### src/rtl/hazard_fwd_ctrl.sv
// hazard_fwd_ctrl: hazard unit for the 5-stage MIPS pipeline.
// It keeps a shadow E/M/W copy of the register tags and derives:
//   - EX-stage forwarding selects for ALU operand A, operand B and store data.
//   - A load-use interlock with a LOAD_STALL-cycle bubble train.
//   - Branch flush of IF/ID and ID/EX.
// Register 0 is never forwarded and never interlocked.
// Optional macro HAZ_PERF_EN adds saturating StallCnt/FlushCnt counters.
//
// Handshake note: there is no valid/ready traffic here. Every output is
// a per-cycle combinational level. Stall holds PC and IF/ID, FlushD clears
// IF/ID and BubbleE inserts a NOP into ID/EX, all at the next rising edge.
// fsm_state exposes the interlock state: 0 = IDLE, 1 = HOLD.
module hazard_fwd_ctrl #(
    parameter int REG_AW     = 5,
    parameter int LOAD_STALL = 1
) (
    input  logic              Clk,
    input  logic              Reset_n,
    input  logic [REG_AW-1:0] D_Rs,
    input  logic [REG_AW-1:0] D_Rt,
    input  logic              D_UseRt,
    input  logic [REG_AW-1:0] D_Rw,
    input  logic              D_RegWr,
    input  logic              D_MemRd,
    input  logic              D_MemWr,
    input  logic              D_ALUSrc,
    input  logic              E_BrTaken,
    output logic [1:0]        ALUSrcA,
    output logic [1:0]        ALUSrcB,
    output logic [1:0]        FwdSt,
    output logic              Stall,
    output logic              FlushD,
    output logic              BubbleE,
`ifdef HAZ_PERF_EN
    output logic [31:0]       StallCnt,
    output logic [31:0]       FlushCnt,
`endif
    output logic              fsm_state
);

    typedef struct packed {
        logic [REG_AW-1:0] rs;
        logic [REG_AW-1:0] rt;
        logic [REG_AW-1:0] rw;
        logic              reg_wr;
        logic              mem_rd;
        logic              mem_wr;
        logic              alu_src;
    } stage_t;

    typedef enum logic {
        IDLE = 1'b0,
        HOLD = 1'b1
    } state_t;

    // The first bubble is issued from IDLE.
    // The counter then holds the number of HOLD bubbles still owed.
    localparam logic [2:0] CNT_INIT = 3'(LOAD_STALL - 1);

    stage_t     e_q, m_q, w_q;
    stage_t     d_stage;
    state_t     state_q, state_nxt;
    logic [2:0] cnt_q, cnt_nxt;

    logic       hz;
    logic       stall_c, flush_c, bubble_c;
    logic [1:0] src_a_c, src_b_c, fwd_st_c;

    // A producer in a later stage matches when it writes a non-zero register equal to x.
    function automatic logic hit(input stage_t s, input logic [REG_AW-1:0] x);
        return s.reg_wr && (s.rw != '0) && (s.rw == x);
    endfunction

    assign d_stage = '{rs: D_Rs, rt: D_Rt, rw: D_Rw, reg_wr: D_RegWr,
                       mem_rd: D_MemRd, mem_wr: D_MemWr, alu_src: D_ALUSrc};

    // Shadow tag pipeline: advances every edge, even during Stall; only E is bubbled.
    always_ff @(posedge Clk or negedge Reset_n) begin
        if (!Reset_n) begin
            e_q <= '0;
            m_q <= '0;
            w_q <= '0;
        end else begin
            e_q <= bubble_c ? '0 : d_stage;
            m_q <= e_q;
            w_q <= m_q;
        end
    end

    // Forwarding selects for the instruction in EX. M wins over W because it is the younger producer.
    always_comb begin
        src_a_c  = 2'b00;
        src_b_c  = 2'b00;
        fwd_st_c = 2'b00;
        if (hit(m_q, e_q.rs))      src_a_c = 2'b01;
        else if (hit(w_q, e_q.rs)) src_a_c = 2'b10;
        if (e_q.alu_src)           src_b_c = 2'b11;
        else if (hit(m_q, e_q.rt)) src_b_c = 2'b01;
        else if (hit(w_q, e_q.rt)) src_b_c = 2'b10;
        if (e_q.mem_wr) begin
            if (hit(m_q, e_q.rt))      fwd_st_c = 2'b01;
            else if (hit(w_q, e_q.rt)) fwd_st_c = 2'b10;
        end
    end

    // Load-use hazard: a load in EX feeds a source of the instruction in ID.
    // A dependent store also stalls because there is no M-to-M path.
    assign hz = e_q.mem_rd && (e_q.rw != '0) &&
                ((e_q.rw == D_Rs) || (D_UseRt && (e_q.rw == D_Rt)));

    // Interlock state and bubble counter registers.
    always_ff @(posedge Clk or negedge Reset_n) begin
        if (!Reset_n) begin
            state_q <= IDLE;
            cnt_q   <= 3'd0;
        end else begin
            state_q <= state_nxt;
            cnt_q   <= cnt_nxt;
        end
    end

    // Next-state logic: a taken branch overrides everything.
    // HOLD ignores hz because the load has already left EX.
    always_comb begin
        state_nxt = state_q;
        cnt_nxt   = cnt_q;
        stall_c   = 1'b0;
        flush_c   = 1'b0;
        bubble_c  = 1'b0;
        if (E_BrTaken) begin
            flush_c   = 1'b1;
            bubble_c  = 1'b1;
            state_nxt = IDLE;
            cnt_nxt   = 3'd0;
        end else begin
            case (state_q)
                IDLE: begin
                    if (hz) begin
                        stall_c  = 1'b1;
                        bubble_c = 1'b1;
                        if (LOAD_STALL > 1) begin
                            state_nxt = HOLD;
                            cnt_nxt   = CNT_INIT;
                        end
                    end
                end
                HOLD: begin
                    stall_c  = 1'b1;
                    bubble_c = 1'b1;
                    cnt_nxt  = cnt_q - 3'd1;
                    if (cnt_q <= 3'd1) begin
                        state_nxt = IDLE;
                        cnt_nxt   = 3'd0;
                    end
                end
                default: begin
                    state_nxt = IDLE;
                    cnt_nxt   = 3'd0;
                end
            endcase
        end
    end

    // Every output reads 0 while reset is asserted, including the FlushD path that comes straight from E_BrTaken.
    always_comb begin
        ALUSrcA = Reset_n ? src_a_c  : 2'b00;
        ALUSrcB = Reset_n ? src_b_c  : 2'b00;
        FwdSt   = Reset_n ? fwd_st_c : 2'b00;
        Stall   = Reset_n & stall_c;
        FlushD  = Reset_n & flush_c;
        BubbleE = Reset_n & bubble_c;
    end

    assign fsm_state = state_q;

`ifdef HAZ_PERF_EN
    // Saturating event counters for stall and flush cycles.
    always_ff @(posedge Clk or negedge Reset_n) begin
        if (!Reset_n) begin
            StallCnt <= 32'd0;
            FlushCnt <= 32'd0;
        end else begin
            if (stall_c && (StallCnt != 32'hFFFF_FFFF)) StallCnt <= StallCnt + 32'd1;
            if (flush_c && (FlushCnt != 32'hFFFF_FFFF)) FlushCnt <= FlushCnt + 32'd1;
        end
    end
`endif

    // The shadow stages carry full records, but only some fields are consumed downstream.
    logic unused_fields;
    assign unused_fields = ^{e_q.reg_wr,
                             m_q.rs, m_q.rt, m_q.mem_rd, m_q.mem_wr, m_q.alu_src,
                             w_q.rs, w_q.rt, w_q.mem_rd, w_q.mem_wr, w_q.alu_src};

endmodule

### config.mk
export PLATFORM = sky130hd
export DESIGN_NAME = hazard_fwd_ctrl
export DESIGN_NICKNAME = d
export VERILOG_FILES = /design/src/rtl/hazard_fwd_ctrl.sv
export SDC_FILE = /design/constraint.sdc
export NUM_CORES = 1
export LEC_CHECK = 0
export CAP_MARGIN = 0
export CORE_MARGIN = 5
export CORE_UTILIZATION = 30
export CTS_CLUSTER_DIAMETER = 120
export CTS_CLUSTER_SIZE = 20
export DETAILED_ROUTE_END_ITERATION = 7
export PLACE_DENSITY = 0.61
export RECOVER_POWER = 25
export SLEW_MARGIN = 20
export SYNTH_ARGS = -nofsm -noshare
export SYNTH_HDL_FRONTEND = slang
export SYNTH_SLANG_ARGS = --single-unit
### constraint.sdc
create_clock -name Clk -period 2.8 [get_ports Clk]
set_clock_uncertainty 0.15 [all_clocks]
set_input_delay 0.56 -clock Clk [delete_from_list [all_inputs] [get_ports Clk]]
set_output_delay 0.56 -clock Clk [all_outputs]
set_load 0.02 [all_outputs]
Figure 1. Power grid (run 1).
The bar under the picture is 20 um long. Pins as bars on the die edge. Tap cells in grey.
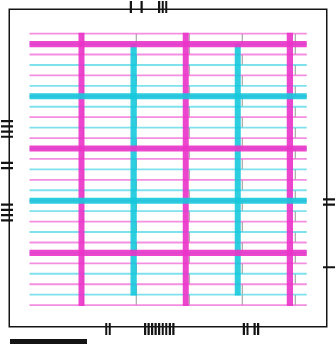
[VSS] magenta
[VDD] cyan
met1 rails: 27
rows: 26
met5 straps: 5

Figure 2. Placement by cell class (run 1).
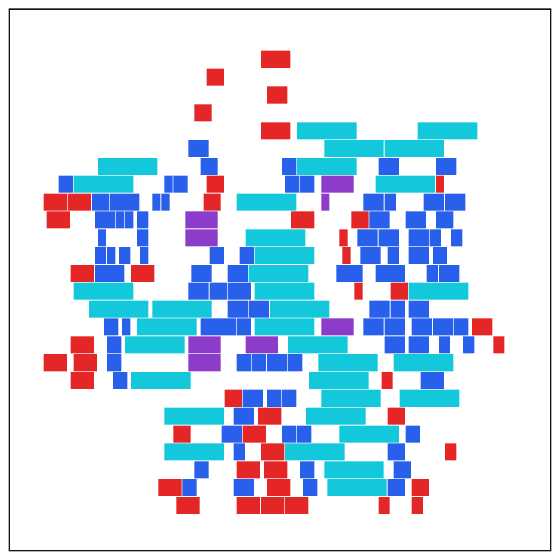
[registers] cyan | cells: 35 | share of their area: 43%
[remaining buffers and delay cells] red | cells: 44 | share of their area: 18%
[remaining logic cells] blue | cells: 95 | share of their area: 34%
[clock drivers and dummy loads] purple | cells: 8 | share of their area: 4.9%
std cell rows: 26
final core occ: 0.4150

Figure 3. Routed clock nets over the placement (run 1).
The bar under the picture is 20 um long.
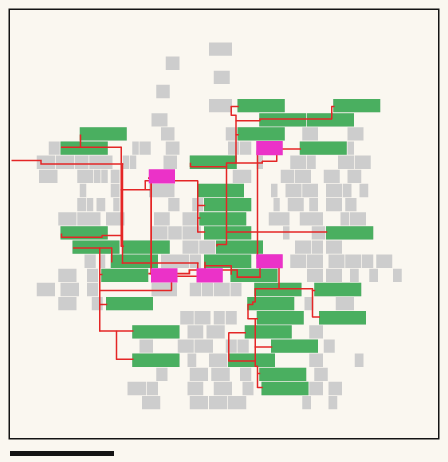
[clock wires] red | length: 439 um
[flip-flops] green | count: 35
[clock-net drivers] magenta | count: 5
routed clock nets: 6
relative contribution of the clock network to total power: 0.361
Clock net power: 0.000390 W
clock insertion delay at the later pin of the skew report: 0.28 ns

Figure 4. Routed metal, one colour a layer (run 1).
The bar under the picture is 20 um long. Only two layers are drawn.
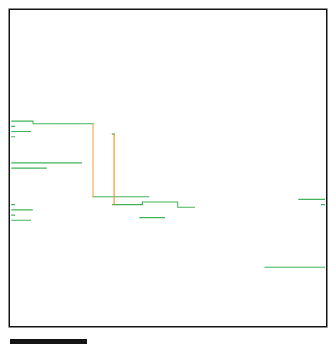
[M4] orange | wire length: 37.4 um
[M3] green | wire length: 134 um
total detailed-routing wirelength: 3469 um
Vias: 1141
routed wirelength normalized by instance count: 13.77 um
total routing resource utilization after global routing: 0.1148

-- run 1: power by group --
| group | switching, W | internal, W |
|---|---|---|
| logic | 0.0000623 | 0.0000767 |
| registers | 0.0000213 | 0.000530 |
| clock network | 0.000166 | 0.000224 |
-- run 1: layer usage --
layer  vias to the layer above  wire [um]  GRT usage  share of wire
met1                       564       1420     0.1256           0.41
met4                         0         37    0.03488          0.011
met5                         -          0          0              0
li1                        554          -          -              -
met2                        19       1877     0.2067           0.54
met3                         4        133    0.04013          0.038
-- run 1: area by class of cell --
type                            instances  share of cell area
Timing Repair Buffer                   44              0.1736
Clock buffer                            8             0.04723
Inverter                                5            0.008855
Multi-Input combinational cell         90              0.3158
Tap cell                               70             0.04132
Sequential cell                        35              0.4132
==> results_tabular.tex, run 1 <==
% Generated from flow reports
\begin{tabular}{lr}
\hline
Metric & Value \\
\hline
\multicolumn{2}{l}{\textbf{Synth}} \\
\quad Post-synthesis simple-gate area fraction & 0.1762 \\
\quad AND-OR/OR-AND share of the synthesized area & 0.05901 \\
\quad Portion of the post-synthesis area used by sequential elements & 0.5582 \\
\quad Dominant cell type by area after synthesis & dfrtp\_1 \\
\quad Synthesized registers & 35 \\
\quad Most frequent cell after synthesis & dfrtp\_1 \\
\quad Cell Type Count & 28 \\
\quad Main combinational cell family by area after synthesis & simple AND/OR/NAND/NOR gates \\
\quad Biggest area cells & dfrtp\_1 56\%, xor2\_1 9.5\%, and3\_1 8.4\%, xnor2\_1 7.3\%, ha\_1 1.6\% \\
\quad Fraction of synthesized area in multiplexers & 0 \\
\quad Proportion of synthesized flip-flops having asynchronous set or reset & 1.000 \\
\quad Tally of yosys warning messages & 0 \\
\quad Share of Yosys cell area claimed by the top area cell type & 0.5582 \\
\quad Synth top cells by count & 35 x dfrtp\_1, 21 x and3\_1, 17 x xor2\_1, 13 x xnor2\_1 \\
\quad EDFF count, synth & 0 \\
\quad Mean area per synthesized cell & 11.71 um2 \\
\quad Area fraction in full adders, half adders and majority gates & 0.01595 \\
\multicolumn{2}{l}{\textbf{Clock network}} \\
\quad Buffer levels on the longest clock path & 2 \\
\quad Clock slew at the register clock pins of the worst setup and hold paths & 0.06 ns \\
\quad TritonCTS sink count & 35 \\
\quad Cells resized by post-CTS repair & 23 \\
\quad Number of buffers inserted by hold repair at cts & 1 \\
\quad CTS Root Buffer Type & clkbuf\_8 \\
\quad Number of CTS-inserted buffers & 5 \\
\quad TritonCTS clock tree & built \\
\multicolumn{2}{l}{\textbf{Place}} \\
\quad Placer's final routability congestion estimate & 0.7578 \\
\quad Standard cell area after detailed placement & 2037 um2 \\
\quad HPWL after DPL & 2715 um \\
\quad Placed cell count & 243 \\
\multicolumn{2}{l}{\textbf{Final timing}} \\
\quad Slack of the critical path & 0.09752 ns \\
\quad Worst-margin pin slew & 0.4984 ns \\
\quad Worst slew margin & 0.6677 \\
\quad Clock period minus final worst setup slack & 2.702 ns \\
\quad Pins Over Slew Limit & 0 \\
\quad Unrepaired setup endpoints after global routing & false \\
\quad Achievable Freq & 370.0 MHz \\
\quad Total of endpoints with negative setup slack in the final report & 0 \\
\quad Post-layout period usage of the worst path & 0.9652 \\
\quad Worst hold slack after final layout & 0.1997 ns \\
\multicolumn{2}{l}{\textbf{Global routing}} \\
\quad First-pass GRT wire length & 5754 um \\
\quad Pin count of the biggest net entering global routing & 26 \\
\quad Gr ovfl total & 0 \\
\quad Initial antenna violation count & 0 \\
\multicolumn{2}{l}{\textbf{Setup path}} \\
\quad Worst path bufs/invs & 2 \\
\quad Cell with the largest stage delay on the worst path & clkdlybuf4s50\_1 \\
\quad Setup crit end kind & output port \\
\quad Classification of the worst setup path & primary input to output port \\
\quad Flop-to-flop setup slack & 0.90 ns \\
\quad Crit path max fanout & 3 \\
\quad Setup crit start kind & primary input \\
\quad Logic depth of the worst register-to-register path & 4 \\
\quad Required time of the critical path & 2.09 ns \\
\quad R2r startpoint & e\_q[5] \\
\quad CP peak stage delay & 0.44 ns \\
\quad Family with the most delay on the worst path & buffers and inverters \\
\quad Critical R2R Capture & e\_q[4] \\
\multicolumn{2}{l}{\textbf{Floorplan}} \\
\quad Initial core utilization & 0.3072 \\
\quad Die Y-Extent & 82.32 um \\
\quad IO Count & 33 \\
\multicolumn{2}{l}{\textbf{Detailed routing}} \\
\quad Vias per inst & 4.528 \\
\quad DRC & 0 \\
\quad Detailed-router iteration count before antenna repair & 5 \\
\multicolumn{2}{l}{\textbf{Run status}} \\
\quad Outcome & finished, final reports clean \\
\multicolumn{2}{l}{\textbf{Power and ir drop}} \\
\quad Worst IR drop on VDD & 0.2360 mV \\
\quad Overall power of the completed layout & 0.001080 W \\
\quad Leakage component of the power & 1.027 nW \\
\quad Power density normalized to cell area & 509.7 nW/um2 \\
\multicolumn{2}{l}{\textbf{Cells and area}} \\
\quad Logic area & 669.4 um2 \\
\quad Max FFs per register & 19 \\
\quad Top register by number of flip-flops & e\_q \\
\quad Commonest non-fill, non-tap cells in the layout & 35 x dfrtp\_1, 21 x and3\_1, 20 x clkdlybuf4s50\_1 \\
\quad Post-route cell area & 2120 um2 \\
\quad Finished Layout Cells & 252 \\
\quad Most frequently placed logic cell in the final layout & dfrtp\_1 \\
\quad Diodes inserted & 0 \\
\quad Regs by FF count & e\_q (19), m\_q (6), w\_q (6) \\
\quad Area grow syn2layout & 35.09\% \\
\multicolumn{2}{l}{\textbf{Run}} \\
\quad Number of warnings in the stage logs & 28 \\
\quad Count of max-cap constraint violations & 0 \\
\multicolumn{2}{l}{\textbf{Hold path}} \\
\quad Hold Path Cell Cnt & 0 \\
\quad Launch instance of the worst min-delay path & e\_q[3] \\
\hline
\end{tabular}
Figure 5. Clock nets (run 1).
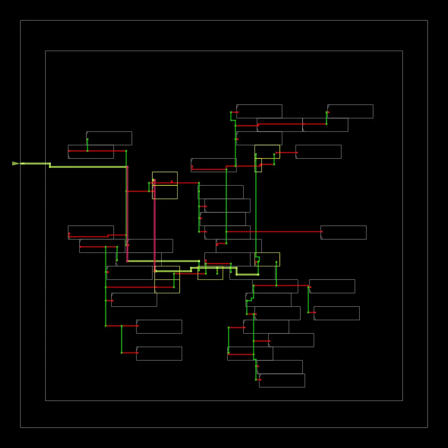

==> inputs of run 2 (changes only) <==
RECOVER_POWER = 50   (was 25)
Figure 6. Clock nets (run 2).
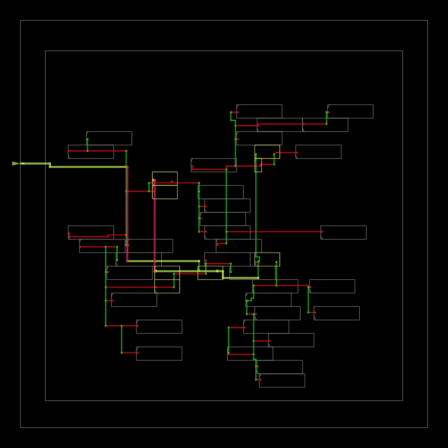
count of clock buffers in the final design: 8
number of CTS-inserted buffers: 5
TritonCTS sink count: 35

==> results_tabular.tex, run 2 <==
% Generated from flow reports
\begin{tabular}{lr}
\hline
Metric & Value \\
\hline
\multicolumn{2}{l}{\textbf{Run status}} \\
\quad Outcome & finished, final reports clean \\
\multicolumn{2}{l}{\textbf{Global routing}} \\
\quad Met1 Track Usage GR & 0.1256 \\
\quad First-pass GRT wire length & 5754 um \\
\quad Total routing resource utilization after global routing & 0.1148 \\
\quad Global-route layer with the greatest usage & met2 \\
\multicolumn{2}{l}{\textbf{Synth}} \\
\quad Biggest area cells & dfrtp\_1 56\%, xor2\_1 9.5\%, and3\_1 8.4\%, xnor2\_1 7.3\%, ha\_1 1.6\% \\
\quad Portion of the post-synthesis area used by sequential elements & 0.5582 \\
\quad Proportion of synthesized flip-flops having asynchronous set or reset & 1.000 \\
\quad Synth top cells by count & 35 x dfrtp\_1, 21 x and3\_1, 17 x xor2\_1, 13 x xnor2\_1 \\
\quad Fraction of synthesized area in multiplexers & 0 \\
\quad Cell Type Count & 28 \\
\quad EDFF count, synth & 0 \\
\quad AND-OR/OR-AND share of the synthesized area & 0.05901 \\
\multicolumn{2}{l}{\textbf{Cells and area}} \\
\quad Plain + repair buffers & 44 \\
\quad Post-route cell area & 2108 um2 \\
\quad Commonest non-fill, non-tap cells in the layout & 35 x dfrtp\_1, 21 x and3\_1, 20 x clkdlybuf4s50\_1 \\
\quad Final clock-cell share & 0.04748 \\
\quad Top register by number of flip-flops & e\_q \\
\quad Leading cell kind & sequential cells \\
\quad Buffer share of cell area & 0.1691 \\
\quad Share of the final layout cell area in multi-input gates & 0.3175 \\
\quad Logic area & 669.4 um2 \\
\quad Finished Layout Cells & 252 \\
\quad Multi-input combinational gate total & 90 \\
\multicolumn{2}{l}{\textbf{Detailed routing}} \\
\quad Vias & 1149 \\
\quad Detailed-router iteration count before antenna repair & 4 \\
\quad Routed length on met2 & 1891 um \\
\quad Total detailed-routing wirelength & 3473 um \\
\multicolumn{2}{l}{\textbf{Clock network}} \\
\quad CTS Root Buffer Type & clkbuf\_8 \\
\quad TritonCTS clock tree & built \\
\multicolumn{2}{l}{\textbf{Floorplan}} \\
\quad IO Count & 33 \\
\multicolumn{2}{l}{\textbf{Setup path}} \\
\quad Setup crit end kind & output port \\
\quad CP peak stage delay & 0.44 ns \\
\quad Crit path max fanout & 3 \\
\quad Family with the most delay on the worst path & buffers and inverters \\
\quad R2r startpoint & e\_q[5] \\
\quad Critical R2R Capture & e\_q[4] \\
\multicolumn{2}{l}{\textbf{Final timing}} \\
\quad Worst-margin pin slew & 1.249 ns \\
\quad Pins Over Slew Limit & 0 \\
\multicolumn{2}{l}{\textbf{Hold path}} \\
\quad Hold Path Cell Cnt & 0 \\
\multicolumn{2}{l}{\textbf{Place}} \\
\quad Placed cell count & 243 \\
\hline
\end{tabular}
Figure 7. Routed clock nets over the placement (run 2).
The bar under the picture is 20 um long.
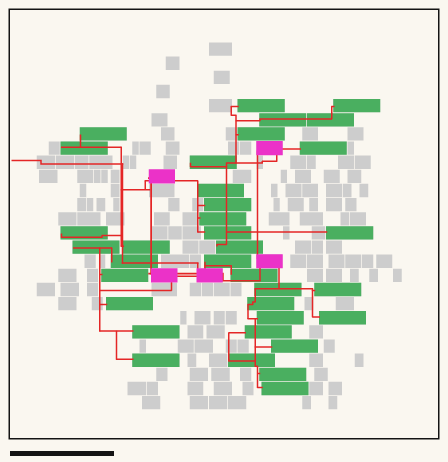
[clock wires] red | length: 437 um
[flip-flops] green | count: 35
[clock-net drivers] magenta | count: 5
routed clock nets: 6
clock insertion delay at the later pin of the skew report: 0.27 ns
relative contribution of the clock network to total power: 0.362

[run 2: cell counts after synthesis]
Identical to the previous run, type by type.
[run 2: worst max-delay path by stage]
stage / endpoint / slack [ns]
after global placement: Stall / -0.47
after global routing: FwdSt[1] / 0.003
after floorplan: Stall / 0.36
final: BubbleE / 0.1
after CTS: Stall / -0.009
after detailed placement: Stall / -0.49
[run 2: power breakdown]
| part | internal, W | switching [W] | leakage, nW | total [W] |
|---|---|---|---|---|
| sequential | 0.000530 | 0.0000212 | 0.456 | 0.000551 |
| combinational | 0.0000748 | 0.0000623 | 0.509 | 0.000137 |
| clock | 0.000224 | 0.000165 | 0.0515 | 0.000390 |
[run 2: timing repair]
action                                 in CTS  in global routing
setup endpoints to repair                   8                  8
endpoints found under the hold margin       1                  0
hold buffers                                1                  0
resized                                    23                 13
pin swaps                                   2                  5
Power is estimated from default activity; no workload was simulated.
